==> config.mk <==
export PLATFORM = sky130hd
export DESIGN_NAME = pi_txn_frontend
export DESIGN_NICKNAME = d
export VERILOG_FILES = /design/src/rtl/pistorm_pkg.sv /design/src/rtl/pi_strobe_sync.sv /design/src/rtl/pi_txn_frontend.sv
export SDC_FILE = /design/constraint.sdc
export NUM_CORES = 1
export LEC_CHECK = 0
export ABC_AREA = 1
export CORE_ASPECT_RATIO = 1.4
export CORE_MARGIN = 3
export CORE_UTILIZATION = 45
export CTS_BUF_LIST = sky130_fd_sc_hd__clkbuf_16
export DETAILED_ROUTE_END_ITERATION = 8
export PLACE_DENSITY = 0.71
export SETUP_SLACK_MARGIN = 0.1
export SYNTH_ARGS = -nofsm -noshare
export SYNTH_HDL_FRONTEND = slang
export SYNTH_HIERARCHICAL = 1
export SYNTH_SLANG_ARGS = --single-unit
==> constraint.sdc <==
create_clock -name pi_clk_i -period 2.6 [get_ports pi_clk_i]
set_input_delay 0.26 -clock pi_clk_i [delete_from_list [all_inputs] [get_ports pi_clk_i]]
set_output_delay 0.26 -clock pi_clk_i [all_outputs]
set_load 0.005 [all_outputs]
==> src/rtl/pistorm_pkg.sv <==
// Shared definitions for the Pi-side transaction front end: register codes,
// status bit positions, FSM state type and the bus command record.
package pistorm_pkg;

  localparam int unsigned PI_ADDR_W = 24;

  localparam logic [1:0] REG_DATA    = 2'd0;
  localparam logic [1:0] REG_ADDR_LO = 2'd1;
  localparam logic [1:0] REG_ADDR_HI = 2'd2;
  localparam logic [1:0] REG_STATUS  = 2'd3;

  // Written STATUS bit that keeps the 68K out of reset; read-back bit positions follow.
  localparam int unsigned STAT_RUN       = 1;
  localparam int unsigned STAT_RESET_REQ = 1;
  localparam int unsigned STAT_BERR      = 2;
  localparam int unsigned STAT_OVERRUN   = 3;

  typedef enum logic [1:0] {
    IDLE  = 2'd0,
    ISSUE = 2'd1,
    WAIT  = 2'd2
  } fsm_t;

  typedef struct packed {
    logic [PI_ADDR_W-1:0] addr;
    logic                 rw;
    logic                 isByte;
    logic [2:0]           fc;
    logic [15:0]          wdata;
  } cmd_t;

  function automatic logic [15:0] statusWord(input logic [2:0] ipl,
                                             input logic       overrun,
                                             input logic       berr,
                                             input logic       resetReq);
    logic [15:0] w;
    w                 = '0;
    w[15:13]          = ipl;
    w[STAT_OVERRUN]   = overrun;
    w[STAT_BERR]      = berr;
    w[STAT_RESET_REQ] = resetReq;
    return w;
  endfunction

endpackage

==> src/rtl/pi_strobe_sync.sv <==
// Synchroniser for an asynchronous Pi strobe with a single-cycle pulse on
// each rising edge seen after the synchroniser chain.
module pi_strobe_sync #(
  parameter int unsigned STAGES = 2
) (
  input  logic clk_i,
  input  logic rst_ni,
  input  logic strobe_i,
  output logic pulse_o
);

  logic [STAGES-1:0] sync_q;
  logic              prev_q;

  always_ff @(posedge clk_i or negedge rst_ni) begin
    if (!rst_ni) begin
      sync_q <= '0;
      prev_q <= 1'b0;
    end else begin
      sync_q <= {sync_q[STAGES-2:0], strobe_i};
      prev_q <= sync_q[STAGES-1];
    end
  end

  assign pulse_o = sync_q[STAGES-1] & ~prev_q;

endmodule

==> src/rtl/pi_txn_frontend.sv <==
// Pi register front end issuing one 68K bus command per ADDR_HI write.
// Optional build macro PI_POSTED_WRITE_EN: posted writes plus a 1-entry launch skid.
module pi_txn_frontend
  import pistorm_pkg::*;
#(
  parameter int unsigned ADDR_W      = PI_ADDR_W,
  parameter int unsigned SYNC_STAGES = 2,
  parameter int unsigned TIMEOUT_CYC = 4096
) (
  input  logic              pi_clk_i,
  input  logic              sys_reset_n_i,
  input  logic [1:0]        pi_a_i,
  input  logic              pi_rd_i,
  input  logic              pi_wr_i,
  input  logic [15:0]       pi_d_in_i,
  output logic [15:0]       pi_d_out_o,
  output logic              pi_d_oe_o,
  output logic              pi_txn_in_progress_o,
  input  logic [2:0]        ipl_i,
  output logic              cmd_valid_o,
  input  logic              cmd_ready_i,
  output logic [ADDR_W-1:0] cmd_addr_o,
  output logic              cmd_rw_o,
  output logic              cmd_byte_o,
  output logic [2:0]        cmd_fc_o,
  output logic [15:0]       cmd_wdata_o,
  input  logic              rsp_valid_i,
  input  logic [15:0]       rsp_rdata_i,
  input  logic              rsp_berr_i,
  output logic              reset_req_o
);

  localparam int unsigned CNT_W = (TIMEOUT_CYC > 0) ? $clog2(TIMEOUT_CYC + 1) : 1;
  localparam logic [CNT_W-1:0] TO_LAST = (TIMEOUT_CYC > 0) ? CNT_W'(TIMEOUT_CYC - 1) : '0;
  localparam logic [CNT_W-1:0] TO_SAT  = CNT_W'(TIMEOUT_CYC);

  logic rdPulse, wrPulse;

  pi_strobe_sync #(.STAGES(SYNC_STAGES)) uRdSync (
    .clk_i    (pi_clk_i),
    .rst_ni   (sys_reset_n_i),
    .strobe_i (pi_rd_i),
    .pulse_o  (rdPulse)
  );

  pi_strobe_sync #(.STAGES(SYNC_STAGES)) uWrSync (
    .clk_i    (pi_clk_i),
    .rst_ni   (sys_reset_n_i),
    .strobe_i (pi_wr_i),
    .pulse_o  (wrPulse)
  );

  fsm_t        state_q, state_d;
  cmd_t        cmd_q, cmd_d, newCmd;
  logic        txn_q, txn_d;
  logic        run_q;
  logic        overrun_q, overrun_d;
  logic        berr_q, berr_d;
  logic [15:0] addrLo_q, wdata_q;
  logic [15:0] rdata_q, rdata_d;
  logic [15:0] statusRd_q;
  logic [CNT_W-1:0] cnt_q, cnt_d;

  logic launchReq, abort, statusRdHit, handshake;
  logic rspRetire, timeoutRetire, retire;
  logic txnFree, launchOk, launchDirect;
  logic skidBusy;

`ifdef PI_POSTED_WRITE_EN
  cmd_t skid_q, skid_d;
  logic skidValid_q, skidValid_d;
  logic skidLoad;

  // A launch accepted while the engine is still busy with a posted write waits here.
  always_comb begin
    skid_d      = skid_q;
    skidValid_d = skidValid_q;
    skidLoad    = launchOk && !launchDirect;
    if (abort) begin
      skidValid_d = 1'b0;
    end else if (skidLoad) begin
      skidValid_d = 1'b1;
      skid_d      = newCmd;
    end else if (retire) begin
      skidValid_d = 1'b0;
    end
  end

  always_ff @(posedge pi_clk_i or negedge sys_reset_n_i) begin
    if (!sys_reset_n_i) begin
      skid_q      <= '0;
      skidValid_q <= 1'b0;
    end else begin
      skid_q      <= skid_d;
      skidValid_q <= skidValid_d;
    end
  end

  assign skidBusy = skidValid_q;
`else
  assign skidBusy = 1'b0;
`endif

  always_comb begin
    newCmd        = '0;
    newCmd.addr   = PI_ADDR_W'({pi_d_in_i[ADDR_W-17:0], addrLo_q});
    newCmd.rw     = pi_d_in_i[9];
    newCmd.isByte = pi_d_in_i[8];
    newCmd.fc     = pi_d_in_i[15:13];
    newCmd.wdata  = wdata_q;
  end

  // Abort beats everything; a retiring response frees the slot for a same-cycle launch.
  always_comb begin
    state_d       = state_q;
    cmd_d         = cmd_q;
    txn_d         = txn_q;
    launchReq     = wrPulse && (pi_a_i == REG_ADDR_HI);
    abort         = wrPulse && (pi_a_i == REG_STATUS) && !pi_d_in_i[STAT_RUN];
    statusRdHit   = rdPulse && (pi_a_i == REG_STATUS);
    handshake     = (state_q == ISSUE) && cmd_ready_i && !abort;
    rspRetire     = (state_q == WAIT) && rsp_valid_i && !abort;
    timeoutRetire = (TIMEOUT_CYC != 0) && (state_q == WAIT) && !rsp_valid_i &&
                    (cnt_q == TO_LAST) && !abort;
    retire        = rspRetire || timeoutRetire;
    txnFree       = !txn_q || (retire && !skidBusy);
    launchOk      = launchReq && txnFree;
    launchDirect  = launchOk && ((state_q == IDLE) || retire);

    if (abort) begin
      state_d = IDLE;
      txn_d   = 1'b0;
    end else begin
      unique case (state_q)
        IDLE: begin
          if (launchDirect) begin
            state_d = ISSUE;
            cmd_d   = newCmd;
          end
        end
        ISSUE: begin
          if (handshake) state_d = WAIT;
        end
        WAIT: begin
          if (retire) begin
            state_d = IDLE;
            if (launchDirect) begin
              state_d = ISSUE;
              cmd_d   = newCmd;
            end
`ifdef PI_POSTED_WRITE_EN
            if (skidValid_q) begin
              state_d = ISSUE;
              cmd_d   = skid_q;
            end
`endif
          end
        end
        default: state_d = IDLE;
      endcase

      if (retire && !skidBusy) txn_d = 1'b0;
`ifdef PI_POSTED_WRITE_EN
      if (handshake && !cmd_q.rw) txn_d = 1'b0;
`endif
      if (launchOk) txn_d = 1'b1;
    end
  end

  always_comb begin
    overrun_d = statusRdHit ? 1'b0 : overrun_q;
    if (launchReq && !launchOk) overrun_d = 1'b1;

    berr_d = statusRdHit ? 1'b0 : berr_q;
    if ((rspRetire && rsp_berr_i) || timeoutRetire) berr_d = 1'b1;

    rdata_d = rdata_q;
    if (rspRetire && cmd_q.rw) begin
      rdata_d = rsp_rdata_i;
    end else if (timeoutRetire) begin
      rdata_d = 16'hFFFF;
    end

    cnt_d = cnt_q;
    if (handshake) begin
      cnt_d = '0;
    end else if ((state_q == WAIT) && (cnt_q != TO_SAT)) begin
      cnt_d = cnt_q + CNT_W'(1);
    end
  end

  always_ff @(posedge pi_clk_i or negedge sys_reset_n_i) begin
    if (!sys_reset_n_i) begin
      state_q    <= IDLE;
      cmd_q      <= '0;
      txn_q      <= 1'b0;
      run_q      <= 1'b0;
      overrun_q  <= 1'b0;
      berr_q     <= 1'b0;
      addrLo_q   <= '0;
      wdata_q    <= '0;
      rdata_q    <= '0;
      statusRd_q <= '0;
      cnt_q      <= '0;
    end else begin
      state_q   <= state_d;
      cmd_q     <= cmd_d;
      txn_q     <= txn_d;
      overrun_q <= overrun_d;
      berr_q    <= berr_d;
      rdata_q   <= rdata_d;
      cnt_q     <= cnt_d;
      if (wrPulse && (pi_a_i == REG_DATA))    wdata_q  <= pi_d_in_i;
      if (wrPulse && (pi_a_i == REG_ADDR_LO)) addrLo_q <= pi_d_in_i;
      if (wrPulse && (pi_a_i == REG_STATUS))  run_q    <= pi_d_in_i[STAT_RUN];
      if (statusRdHit) statusRd_q <= statusWord(ipl_i, overrun_q, berr_q, !run_q);
    end
  end

  assign pi_d_out_o           = (pi_a_i == REG_STATUS) ? statusRd_q : rdata_q;
  assign pi_d_oe_o            = pi_rd_i && ((pi_a_i == REG_DATA) || (pi_a_i == REG_STATUS));
  assign pi_txn_in_progress_o = txn_q;
  assign cmd_valid_o          = (state_q == ISSUE);
  assign cmd_addr_o           = ADDR_W'(cmd_q.addr);
  assign cmd_rw_o             = cmd_q.rw;
  assign cmd_byte_o           = cmd_q.isByte;
  assign cmd_fc_o             = cmd_q.fc;
  assign cmd_wdata_o          = cmd_q.wdata;
  assign reset_req_o          = !run_q;

endmodule

==> flow_summary.rst, run 1 <==
Implementation results
======================

.. list-table::
   :header-rows: 1

   * - Metric
     - Value
   * - Number of levels the H-tree was split into
     - 4
   * - Number of global-route vias before repair
     - between 4,000 and 5,000
   * - Cell Area, Placed
     - roughly 0.0067 sq mm
   * - Slew HR
     - between 50% and 60%
   * - Number of placed I/O pins
     - approximately 110
   * - Clock Sinks
     - 124
   * - Antenna violations before repair
     - 0
   * - Detailed-route wire length per cell
     - 15.8 um
   * - Critical path type
     - in2out
   * - Maximum number of pins on one net before global-route repair
     - approximately 57
   * - Met2 Resource Use GR
     - between 30 and 40%
   * - Power per unit of standard cell area
     - between 1000 and 1500 mW/mm^2
   * - Synth top area cells
     - sky130_fd_sc_hd__dfrtp_1, sky130_fd_sc_hd__nand2_1, sky130_fd_sc_hd__nand4_1, sky130_fd_sc_hd__o21ai_0, sky130_fd_sc_hd__inv_1
   * - Final WS setup
     - ~410 ps
   * - CP arrival
     - slightly below 2000 ps
   * - Number of enable-type register cells in the synthesized netlist
     - 0
   * - Main logic family after synthesis
     - simple AND/OR/NAND/NOR gates
   * - Global Route met1 Usage
     - 25.6%
   * - Yosys Chip Area
     - approximately 0.0054 sq mm
   * - Critical path launch point
     - pi_a_i[0]
   * - Maximum net fanout on the critical path
     - 23
   * - Met3 routed WL
     - 1020 um
   * - Status
     - completed
   * - Fp_density
     - about 47%
   * - Total vias in the final route
     - about 4,600
   * - Critical path data required time
     - between 2000 and 2500 ps
   * - Drt initial violations
     - roughly 190
   * - Achievable Freq
     - around 0.46 GHz
   * - Crit-path leading delay family
     - buffers and inverters
   * - Met2 Routed Length
     - 7160 um
   * - Design Area, Final
     - approximately 0.0074 sq mm
   * - Post-Route WL
     - about 14,000 um
   * - Count of buffers added by post-CTS timing repair for setup
     - 0
   * - Xor-xnor portion of the synthesized cell area
     - 0.966%
run 1: layout make-up:
class	count	area, sq um
Multi-Input combinational cell	395	1940
Timing Repair Buffer	121	1240
Sequential cell	124	3100
Fill cell	947	4190
Clock buffer	17	425
Clock inverter	15	244
Tap cell	144	180
Inverter	65	244
run 1: power by group:
part	internal, mW	switching, mW	leakage [nW]
registers	2.47	0.323	1.55
logic	1.08	1.13	1.78
clock network	1.80	0.872	0.311
total	5.35	2.32	3.64
run 1: flip-flops by register name (all words and copies together) (netlist names), 2 cells and up:
register        cells
addrLo_q           16
cmd_addr_o         24
cmd_fc_o            3
cmd_wdata_o        16
cnt_q              13
rdata_q            16
state_q             2
statusRd_q          6
uRdSync/sync_q      2
uWrSync/sync_q      2
wdata_q            16
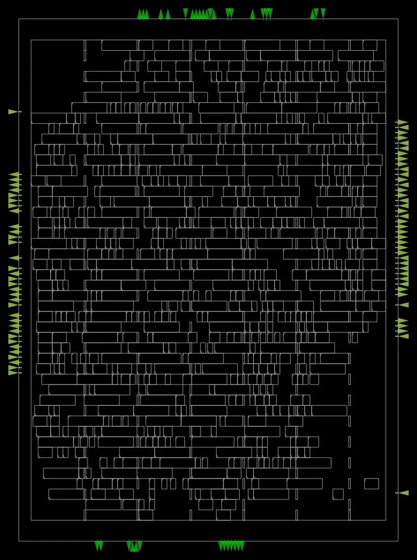
Fig. 1. Placement view (run 1).
non-filler instance count after layout: 881
flop share of the area: 42.1%
fill cell total of the finished layout: 947
FF+latch count: 124
number of placement rows: 46

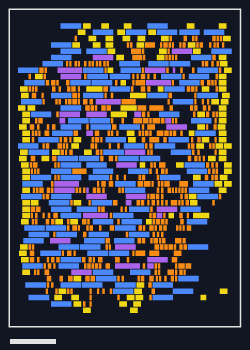
Fig. 2. Placed cells, one colour a class (run 1).
Bar = 20 um.
[sequential cells] blue | cells: 124 | share of their area: 43%
[remaining buffers and delay cells] yellow | cells: 121 | share of their area: 17%
[clock drivers and dummy loads] purple | cells: 32 | share of their area: 9.3%
[remaining logic cells] orange | cells: 460 | share of their area: 30%
core region area: 0.0116 sq mm
final standard cell utilization of the core: 63.8%

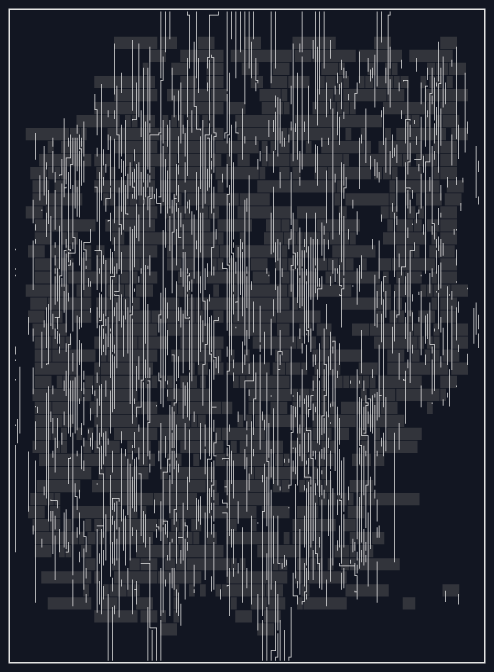
Fig. 3. M2 wires (run 1).
Cells faint in the background.
share of all routed wire: 51%
longest straight run: 37.1 um

==> run 2, diff against run 1 <==
PLACE_DENSITY = 0.74   (was 0.71)
clock period = 1.9 ns   (was 2.6 ns; I/O delays follow)
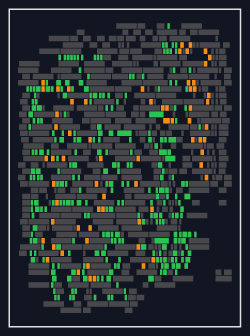
Fig. 4. Logic cells by family (run 2).
[aoi and oai cells] orange | cells: 67 | most used: o21ai_0
[nand cells] green | cells: 264 | most used: nand2_1
most numerous logic cell after layout: sky130_fd_sc_hd__nand2_1
non-filler instance count after layout: 894
multi-input combinational area share: 26.1%

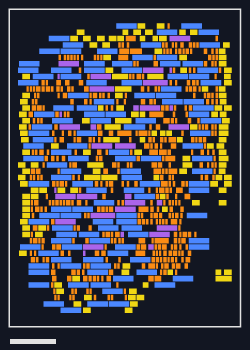
Fig. 5. Placed cells, one colour a class (run 2).
Bar = 20 um.
[remaining buffers and delay cells] yellow | cells: 134 | share of their area: 19%
[clock drivers and dummy loads] purple | cells: 32 | share of their area: 8.0%
[remaining logic cells] orange | cells: 460 | share of their area: 30%
[sequential cells] blue | cells: 124 | share of their area: 43%

==> flow_summary.rst, run 2 <==
Implementation results
======================

.. list-table::
   :header-rows: 1

   * - Metric
     - Value
   * - Fp_density
     - 47.0%
   * - Number of placement rows
     - 46
   * - Drt initial violations
     - around 220
   * - Met2 Resource Use GR
     - between 30% and 40%
   * - Slew HR
     - 54.6%
   * - Critical path launch point
     - cnt_q[1]$_DFFE_PN0P_
   * - Pint
     - roughly 7 mW
   * - Met3 routed WL
     - roughly 790 um
   * - Clock distribution power
     - between 3 and 4 mW
   * - Number of enable-type register cells in the synthesized netlist
     - 0
   * - Status
     - completed
   * - Critical path data required time
     - approximately 2200 ps
   * - Number of placed I/O pins
     - 109
   * - Portion of total power attributed to the clock network
     - around a third
   * - Switching Power
     - 3.12 mW
   * - Global Route met1 Usage
     - between 20% and 30%
   * - Maximum number of pins on one net before global-route repair
     - 125
   * - Core region area
     - around 0.012 sq mm
   * - Number of levels the H-tree was split into
     - 4
   * - Achievable Freq
     - approximately 0.58 GHz
   * - Antenna violations before repair
     - 0
   * - Count of buffers added by post-CTS timing repair for setup
     - 1
   * - Comb power
     - approximately 3 mW
   * - Cell Area, Placed
     - a little under 0.007 sq mm
   * - Min Hold Slack
     - between 200 and 250 ps
   * - Main logic family after synthesis
     - simple AND/OR/NAND/NOR gates
   * - Combinational group share of total power
     - a little under a third
   * - Xor-xnor portion of the synthesized cell area
     - less than 1%
   * - Design Area, Final
     - 0.00746 sq mm
   * - Critical path type
     - reg2reg
   * - Final standard cell utilization of the core
     - between 60 and 70%
   * - Power per unit of standard cell area
     - roughly 1300 mW/mm^2
   * - Total vias in the final route
     - 4,633
   * - Reported sequential group power
     - ~3.8 mW
   * - Fill cell total of the finished layout
     - between 900 and 1,000
   * - Yosys Chip Area
     - around 0.0054 sq mm
   * - Synth top area cells
     - sky130_fd_sc_hd__dfrtp_1, sky130_fd_sc_hd__nand2_1, sky130_fd_sc_hd__nand4_1, sky130_fd_sc_hd__o21ai_0, sky130_fd_sc_hd__inv_1
   * - Maximum net fanout on the critical path
     - 20
   * - Post-Route WL
     - 13,700 um
   * - Met3 global-route usage
     - around 5.3%
   * - Met2 Routed Length
     - a little over 7000 um
## run 2: cell counts after synthesis
Identical to the previous run, type by type.
## run 2: final cells by class
| cell class | count | area [sq um] | share of cell area (%) |
|---|---|---|---|
| Tap cell | 144 | 180 | 2.42 |
| Timing Repair inverter | 1 | 5.00 | 0.0671 |
| Timing Repair Buffer | 134 | 1390 | 18.7 |
| Sequential cell | 124 | 3100 | 41.6 |
| Clock inverter | 15 | 158 | 2.11 |
| Multi-Input combinational cell | 394 | 1940 | 26.1 |
| Inverter | 65 | 248 | 3.32 |
| Clock buffer | 17 | 425 | 5.70 |
Power figures rest on the tool's default switching activity, not on a simulated workload.
